===== config.mk =====
export PLATFORM = sky130hd
export DESIGN_NAME = usb_fx2_data_sender_flat
export DESIGN_NICKNAME = d
export VERILOG_FILES = /design/src/rtl/usb_fx2_data_sender_pkg.sv /design/src/rtl/usb_fx2_data_sender_if.sv /design/src/rtl/usb_fx2_data_sender.sv /design/src/flat_wrapper.sv
export SDC_FILE = /design/constraint.sdc
export NUM_CORES = 1
export LEC_CHECK = 0
export ABC_AREA = 1
export CELL_PAD_IN_SITES_DETAIL_PLACEMENT = 1
export CELL_PAD_IN_SITES_GLOBAL_PLACEMENT = 1
export CORE_ASPECT_RATIO = 0.6
export CORE_MARGIN = 4
export CORE_UTILIZATION = 32
export DETAILED_ROUTE_END_ITERATION = 7
export PLACE_DENSITY = 0.85
export SETUP_SLACK_MARGIN = 0.15
export SLEW_MARGIN = 15
export SYNTH_ARGS = -nofsm -noshare
export SYNTH_HDL_FRONTEND = slang
export SYNTH_SLANG_ARGS = --single-unit

===== constraint.sdc =====
create_clock -name Clk -period 1.65 [get_ports Clk]
set_clock_uncertainty 0.05 [all_clocks]
set_input_delay 0.33 -clock Clk [delete_from_list [all_inputs] [get_ports Clk]]
set_output_delay 0.33 -clock Clk [all_outputs]
set_load 0.01 [all_outputs]

===== src/rtl/usb_fx2_data_sender_pkg.sv =====
// Shared definitions for the FX2 slave-FIFO data sender: FSM encoding,
// endpoint address and packet geometry.
package usb_fx2_data_sender_pkg;

    typedef enum logic [2:0] {
        ST_IDLE = 3'd0,
        ST_RD   = 3'd1,
        ST_CAP  = 3'd2,
        ST_WR   = 3'd3,
        ST_PEND = 3'd4,
        ST_DONE = 3'd5
    } state_t;

    localparam logic [1:0]  EP6_ADDR      = 2'b10;
    localparam int unsigned FX2_PKT_WORDS = 256;
    localparam int unsigned FX2_DATA_W    = 16;

    // The FPGA owns the FD bus while a word is being captured or presented.
    function automatic logic drives_bus(input state_t s);
        return (s == ST_CAP) || (s == ST_WR);
    endfunction

endpackage


===== src/rtl/usb_fx2_data_sender_if.sv =====
// Data-FIFO read port, flush/done handshake and FX2 slave-FIFO write port.
// master = the sender, slave = the FIFO/FX2/test-controller side.
interface usb_fx2_data_sender_if;
    import usb_fx2_data_sender_pkg::*;

    logic                  usb_data_fifo_empty;
    logic                  usb_data_fifo_rd_en;
    logic [FX2_DATA_W-1:0] usb_data_fifo_dout;
    logic                  Flush_Req;
    logic                  Data_Transmit_Done;
    logic                  usb_flagb;
    logic                  usb_slwr_n;
    logic                  usb_pktend_n;
    logic [1:0]            usb_fifoaddr;
    logic [FX2_DATA_W-1:0] usb_fd_out;
    logic                  usb_fd_oe;

    modport master (
        input  usb_data_fifo_empty, usb_data_fifo_dout, Flush_Req, usb_flagb,
        output usb_data_fifo_rd_en, Data_Transmit_Done, usb_slwr_n, usb_pktend_n,
               usb_fifoaddr, usb_fd_out, usb_fd_oe
    );

    modport slave (
        output usb_data_fifo_empty, usb_data_fifo_dout, Flush_Req, usb_flagb,
        input  usb_data_fifo_rd_en, Data_Transmit_Done, usb_slwr_n, usb_pktend_n,
               usb_fifoaddr, usb_fd_out, usb_fd_oe
    );

endinterface


===== src/rtl/usb_fx2_data_sender.sv =====
// Drains the 16-bit data FIFO into the FX2 EP6 slave FIFO one word at a time,
// commits short packets with PKTEND on flush and pulses Done when finished.
module usb_fx2_data_sender
    import usb_fx2_data_sender_pkg::*;
#(
    parameter int unsigned PKT_WORDS = FX2_PKT_WORDS,
    parameter logic [1:0]  EP_ADDR   = EP6_ADDR
) (
    input  logic                  Clk,
    input  logic                  reset,
    usb_fx2_data_sender_if.master bus
);

    localparam int unsigned      CNT_W     = $clog2(PKT_WORDS);
    localparam logic [CNT_W-1:0] LAST_WORD = CNT_W'(PKT_WORDS - 1);
    localparam logic [CNT_W-1:0] CNT_ZERO  = {CNT_W{1'b0}};
    localparam logic [CNT_W-1:0] CNT_ONE   = CNT_W'(1);

    state_t                r_state;
    state_t                w_next_state;
    logic [CNT_W-1:0]      r_word_cnt;
    logic                  r_flush_pend;
    logic                  r_rd_en;
    logic                  r_done;
    logic                  r_slwr_n;
    logic                  r_pktend_n;
    logic                  r_fd_oe;
    logic [FX2_DATA_W-1:0] r_fd_out;

    logic                  w_rd_en;
    logic                  w_done;
    logic                  w_slwr_n;
    logic                  w_pktend_n;
    logic                  w_fd_oe;
    logic                  w_capture;
    logic                  w_flush_pend;
    logic [CNT_W-1:0]      w_word_cnt;

    // State register
    always_ff @(posedge Clk) begin
        if (reset) begin
            r_state <= ST_IDLE;
        end else begin
            r_state <= w_next_state;
        end
    end

    // Next-state logic; pending data always takes priority over a flush
    always_comb begin
        w_next_state = r_state;
        case (r_state)
            ST_IDLE: begin
                if (!bus.usb_data_fifo_empty) begin
                    w_next_state = ST_RD;
                end else if (r_flush_pend) begin
                    w_next_state = (r_word_cnt != CNT_ZERO) ? ST_PEND : ST_DONE;
                end else begin
                    w_next_state = ST_IDLE;
                end
            end
            ST_RD:   w_next_state = ST_CAP;
            ST_CAP:  w_next_state = ST_WR;
            ST_WR:   w_next_state = bus.usb_flagb ? ST_IDLE : ST_WR;
            ST_PEND: w_next_state = bus.usb_flagb ? ST_DONE : ST_PEND;
            ST_DONE: w_next_state = ST_IDLE;
            default: w_next_state = ST_IDLE;
        endcase
    end

    // Output logic: state-level outputs follow the next state so they are
    // valid for the whole state cycle; flagb-gated strobes land one cycle on.
    always_comb begin
        w_rd_en    = (w_next_state == ST_RD);
        w_done     = (w_next_state == ST_DONE);
        w_fd_oe    = drives_bus(w_next_state);
        w_slwr_n   = 1'b1;
        w_pktend_n = 1'b1;
        w_capture  = 1'b0;
        w_word_cnt = r_word_cnt;
        case (r_state)
            ST_CAP: begin
                w_capture = 1'b1;
            end
            ST_WR: begin
                if (bus.usb_flagb) begin
                    w_slwr_n   = 1'b0;
                    w_fd_oe    = 1'b1;
                    w_word_cnt = (r_word_cnt == LAST_WORD) ? CNT_ZERO : r_word_cnt + CNT_ONE;
                end else begin
                    w_slwr_n   = 1'b1;
                end
            end
            ST_PEND: begin
                if (bus.usb_flagb) begin
                    w_pktend_n = 1'b0;
                    w_word_cnt = CNT_ZERO;
                end else begin
                    w_pktend_n = 1'b1;
                end
            end
            default: begin
                w_capture = 1'b0;
            end
        endcase

        if (bus.Flush_Req) begin
            w_flush_pend = 1'b1;
        end else if (r_state == ST_DONE) begin
            w_flush_pend = 1'b0;
        end else begin
            w_flush_pend = r_flush_pend;
        end
    end

    // Output and datapath registers
    always_ff @(posedge Clk) begin
        if (reset) begin
            r_rd_en      <= 1'b0;
            r_done       <= 1'b0;
            r_slwr_n     <= 1'b1;
            r_pktend_n   <= 1'b1;
            r_fd_oe      <= 1'b0;
            r_fd_out     <= {FX2_DATA_W{1'b0}};
            r_word_cnt   <= CNT_ZERO;
            r_flush_pend <= 1'b0;
        end else begin
            r_rd_en      <= w_rd_en;
            r_done       <= w_done;
            r_slwr_n     <= w_slwr_n;
            r_pktend_n   <= w_pktend_n;
            r_fd_oe      <= w_fd_oe;
            r_word_cnt   <= w_word_cnt;
            r_flush_pend <= w_flush_pend;
            if (w_capture) begin
                r_fd_out <= bus.usb_data_fifo_dout;
            end
        end
    end

    assign bus.usb_data_fifo_rd_en = r_rd_en;
    assign bus.Data_Transmit_Done  = r_done;
    assign bus.usb_slwr_n          = r_slwr_n;
    assign bus.usb_pktend_n        = r_pktend_n;
    assign bus.usb_fd_oe           = r_fd_oe;
    assign bus.usb_fd_out          = r_fd_out;
    assign bus.usb_fifoaddr        = EP_ADDR;

endmodule

===== src/flat_wrapper.sv =====
// flat-port wrapper written by rule: the top's interface ports become plain ports
module usb_fx2_data_sender_flat import usb_fx2_data_sender_pkg::*;
#(
    parameter int unsigned PKT_WORDS = FX2_PKT_WORDS,
    parameter logic [1:0]  EP_ADDR   = EP6_ADDR
)
  (Clk, reset, bus_usb_data_fifo_empty, bus_usb_data_fifo_dout, bus_Flush_Req, bus_usb_flagb, bus_usb_data_fifo_rd_en, bus_Data_Transmit_Done, bus_usb_slwr_n, bus_usb_pktend_n, bus_usb_fifoaddr, bus_usb_fd_out, bus_usb_fd_oe);
  usb_fx2_data_sender_if bus_i ();
  input  logic Clk;
  input  logic reset;
  input wire logic [$bits(bus_i.usb_data_fifo_empty)-1:0] bus_usb_data_fifo_empty;
  input wire logic [$bits(bus_i.usb_data_fifo_dout)-1:0] bus_usb_data_fifo_dout;
  input wire logic [$bits(bus_i.Flush_Req)-1:0] bus_Flush_Req;
  input wire logic [$bits(bus_i.usb_flagb)-1:0] bus_usb_flagb;
  output wire logic [$bits(bus_i.usb_data_fifo_rd_en)-1:0] bus_usb_data_fifo_rd_en;
  output wire logic [$bits(bus_i.Data_Transmit_Done)-1:0] bus_Data_Transmit_Done;
  output wire logic [$bits(bus_i.usb_slwr_n)-1:0] bus_usb_slwr_n;
  output wire logic [$bits(bus_i.usb_pktend_n)-1:0] bus_usb_pktend_n;
  output wire logic [$bits(bus_i.usb_fifoaddr)-1:0] bus_usb_fifoaddr;
  output wire logic [$bits(bus_i.usb_fd_out)-1:0] bus_usb_fd_out;
  output wire logic [$bits(bus_i.usb_fd_oe)-1:0] bus_usb_fd_oe;
  assign bus_i.usb_data_fifo_empty = bus_usb_data_fifo_empty;
  assign bus_i.usb_data_fifo_dout = bus_usb_data_fifo_dout;
  assign bus_i.Flush_Req = bus_Flush_Req;
  assign bus_i.usb_flagb = bus_usb_flagb;
  assign bus_usb_data_fifo_rd_en = bus_i.usb_data_fifo_rd_en;
  assign bus_Data_Transmit_Done = bus_i.Data_Transmit_Done;
  assign bus_usb_slwr_n = bus_i.usb_slwr_n;
  assign bus_usb_pktend_n = bus_i.usb_pktend_n;
  assign bus_usb_fifoaddr = bus_i.usb_fifoaddr;
  assign bus_usb_fd_out = bus_i.usb_fd_out;
  assign bus_usb_fd_oe = bus_i.usb_fd_oe;
  usb_fx2_data_sender #(.PKT_WORDS(PKT_WORDS), .EP_ADDR(EP_ADDR)) u_core (.Clk(Clk), .reset(reset), .bus(bus_i));
endmodule

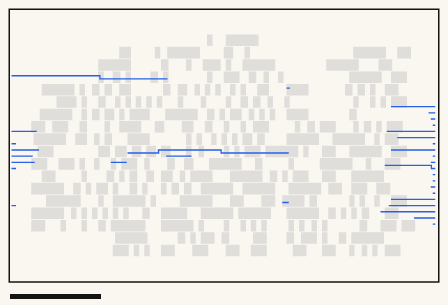
*M3 wires*
Bar = 20 um.
- share of all routed wire: 4.8%
- main direction: horizontal
grt met3 use: 4.03%
Routed WL: 4.00 mm
vias: 1390

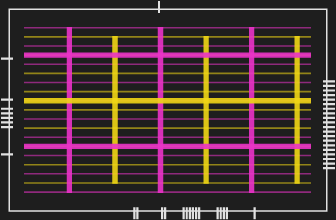
*PDN straps and rails*
Pins as bars on the die edge.
- VSS: magenta
- VDD: yellow
- met5 straps: 3
- met1 rails: 19
- signal pins: 44

==> Changelog: implementation <==
### Implementation results

* Leak at 0.000958 uW
* Simple-Gate Area Share at 31.9%
* Max Cap Viol at 0
* Worst Reg-to-Reg Cells at 8
* Critical path data required time at around 1.8 ns
* Comb pwr share at between 10% and 20%
* Post-DP Area at between 1500 and 2000 sq um
* Hold Path Class: reg -> reg
* Rows at 18
* R2r setup slk at approximately 0.26 ns
* End of the worst register-to-register path: u_core.r_word_cnt[5]$_SDFFE_PP0P_
* YS chip area at 1430 sq um
* Dpl ws at -0.0294 ns
* CTS root buffer: clkbuf_8
* Distinct lib cells at 24
* Slowest cell delay on critical path at between 0.3 and 0.4 ns
* Final std cells w/o fill at 309
* Syn_nets at around 220
* Post-cts hold buffer count at 0
* Placed Cells at approximately 300
* Mux frac, synth at 0%
* Max FFs per register at 16
* Logic area at between 600 and 700 sq um
* Gpl congestion at approximately 0.91
* Final Max Slew Viols at 0
* PwrDens at between 900 and 1000 nW/um^2
* Synth cell count leaders: nor2_1 (48), dfxtp_1 (33), nand2_1 (32)
* Setup TNS at 0 ns
* Highest-utilization routing layer at the global route stage: met2
* Syn avg cell area at approximately 7.2 sq um
* Share of cells above drive strength 1 at 13.3%
* PortBufs at slightly above 40
* Post-CTS Setup Bufs at 0
* Vias in the first global route at approximately 1400
* Tally of filler cells in the layout at 548
* Clock power frac at approximately 33%
* First-pass GRT wire length at 6.73 mm
* Peak supply drop at between 0.4 and 0.5 mV
* CP endpoint kind: flop
* Fin. Hold Viols at 0
* Core ar. at 4190 sq um
* Clk sink count at 33
* # Cells Yosys at just under 200
* CP Max Fanout at 4
* NetSw at 528 uW
* Syn Inst Count at between 150 and 200
* H-tree depth at 2
* RSZ-0062 raised after global routing: yes
* Largest net degree at the start of global routing at 17
* Switching portion of total power at roughly 28%
* Async set-reset flop share out of synthesis at 0%
* Starting DRT DRC Count at ~76
* Aoi share at 10.9%
* # diodes at 0
* Post-route ant nets at 0
* Sequential share of power at between 40% and 50%
* Worst Hold Launch: u_core.r_word_cnt[0]$_SDFFE_PP0P_
* Synth Seq Share at 46.4%
* GRT overflow at 0
* Top non-seq family: simple AND/OR/NAND/NOR gates
* Status: complete, no violations
* Int Power at 1360 uW
* Hold Slack at 0.435 ns
* Largest area contributor in the netlist: dfxtp_1
* Yosys top cell area share at a little under half
* Final worst path period need at 1.39 ns
* Final setup margin at about 0.26 ns
* Met2 GRT Util at between 20% and 30%
* Tot GR Track Use at ~16%
* CTS tree: yes
* Most used logic cell in the final layout: nor2_1
* Crit path kind: reg -> reg
* Crit path buf inv count at 0
* Hold path cells at 2
* Worst-path cell chain: ha_1 -> nand2_1 -> nor2_2 -> nand2_1 -> nand3_1 -> nand2_1 -> nand2_1 -> nor2_2
* Final nets at roughly 270
* Die Y at between 50 and 60 um
* Clock transition at path regs at around 0.07 ns
* Post-synth EDFFs at 0
* Most frequent cells in the layout: nor2_1 (47), nand2_1 (31), dfxtp_1 (31)
* Initial Util at between 30% and 40%
* DRC at 0
* Worst Hold End: u_core.r_word_cnt[0]$_SDFFE_PP0P_
* Final Cell Area at just over 2000 sq um
* CP max-delay cell: dfxtp_1
* Synthesized area at about 1400 sq um
* DP HPWL at about 3.1 mm
* Initial antenna violation count at 0
* Final setup vio count at 0
* DR pass1 iterations at 4
* Flop area at 663 sq um
* CP delay by family, top: simple AND/OR/NAND/NOR gates
* Die area at ~5600 sq um
* Stage-log warning count at 28
* Via density per instance at approximately 4.5
* CP most frequent cell: nand2_1
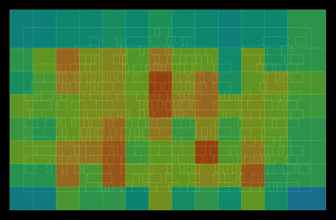
*Routing congestion map*
met1 Use GR: 22.0%
Post-Route Utilization: 48.3%

how the worst max path moves through the flow:
| stage | start | cells after the start | slack (ns) | end |
|---|---|---|---|---|
| 2_1_floorplan | u_core.r_word_cnt[1]$_SDFFE_PP0P_ | 8 | 0.42 | u_core.r_word_cnt[7]$_SDFFE_PP0P_ |
| 3_3_place_gp | bus_usb_flagb | 7 | 0.02 | u_core.r_word_cnt[6]$_SDFFE_PP0P_ |
| 3_5_place_dp | bus_usb_flagb | 7 | -0.03 | u_core.r_word_cnt[6]$_SDFFE_PP0P_ |
| 4_1_cts | u_core.r_word_cnt[1]$_SDFFE_PP0P_ | 8 | 0.22 | u_core.r_word_cnt[5]$_SDFFE_PP0P_ |
| 5_1_grt | u_core.r_word_cnt[1]$_SDFFE_PP0P_ | 8 | 0.13 | u_core.r_word_cnt[5]$_SDFFE_PP0P_ |
| 6_report | u_core.r_word_cnt[1]$_SDFFE_PP0P_ | 8 | 0.26 | u_core.r_word_cnt[5]$_SDFFE_PP0P_ |
power groups by stage:
stage / sequential [uW] / combinational (uW) / clock, uW
2_1_floorplan: 949 / 158 / 0
3_3_place_gp: 926 / 394 / 0
3_5_place_dp: 930 / 403 / 0
4_1_cts: 910 / 368 / 643
5_1_grt: 921 / 409 / 685
6_report: 912 / 364 / 615
final cells by class:
type                    instances  area share, %
flip-flops and latches         33           32.8
multi-input cells             138           32.2
repair buffers                 50           22.9
clock buffers                   6           4.08
inverters                      21           3.90
well taps                      60           3.71
clock inverters                 1          0.371
routing by layer:
metal  vias to the layer above  wire length [um]
met5                         -                 0
met4                         0                42
met3                         5               192
met2                        34              1650
met1                       632              2120
li1                        719                 -
Power is estimated from default activity; no workload was simulated.
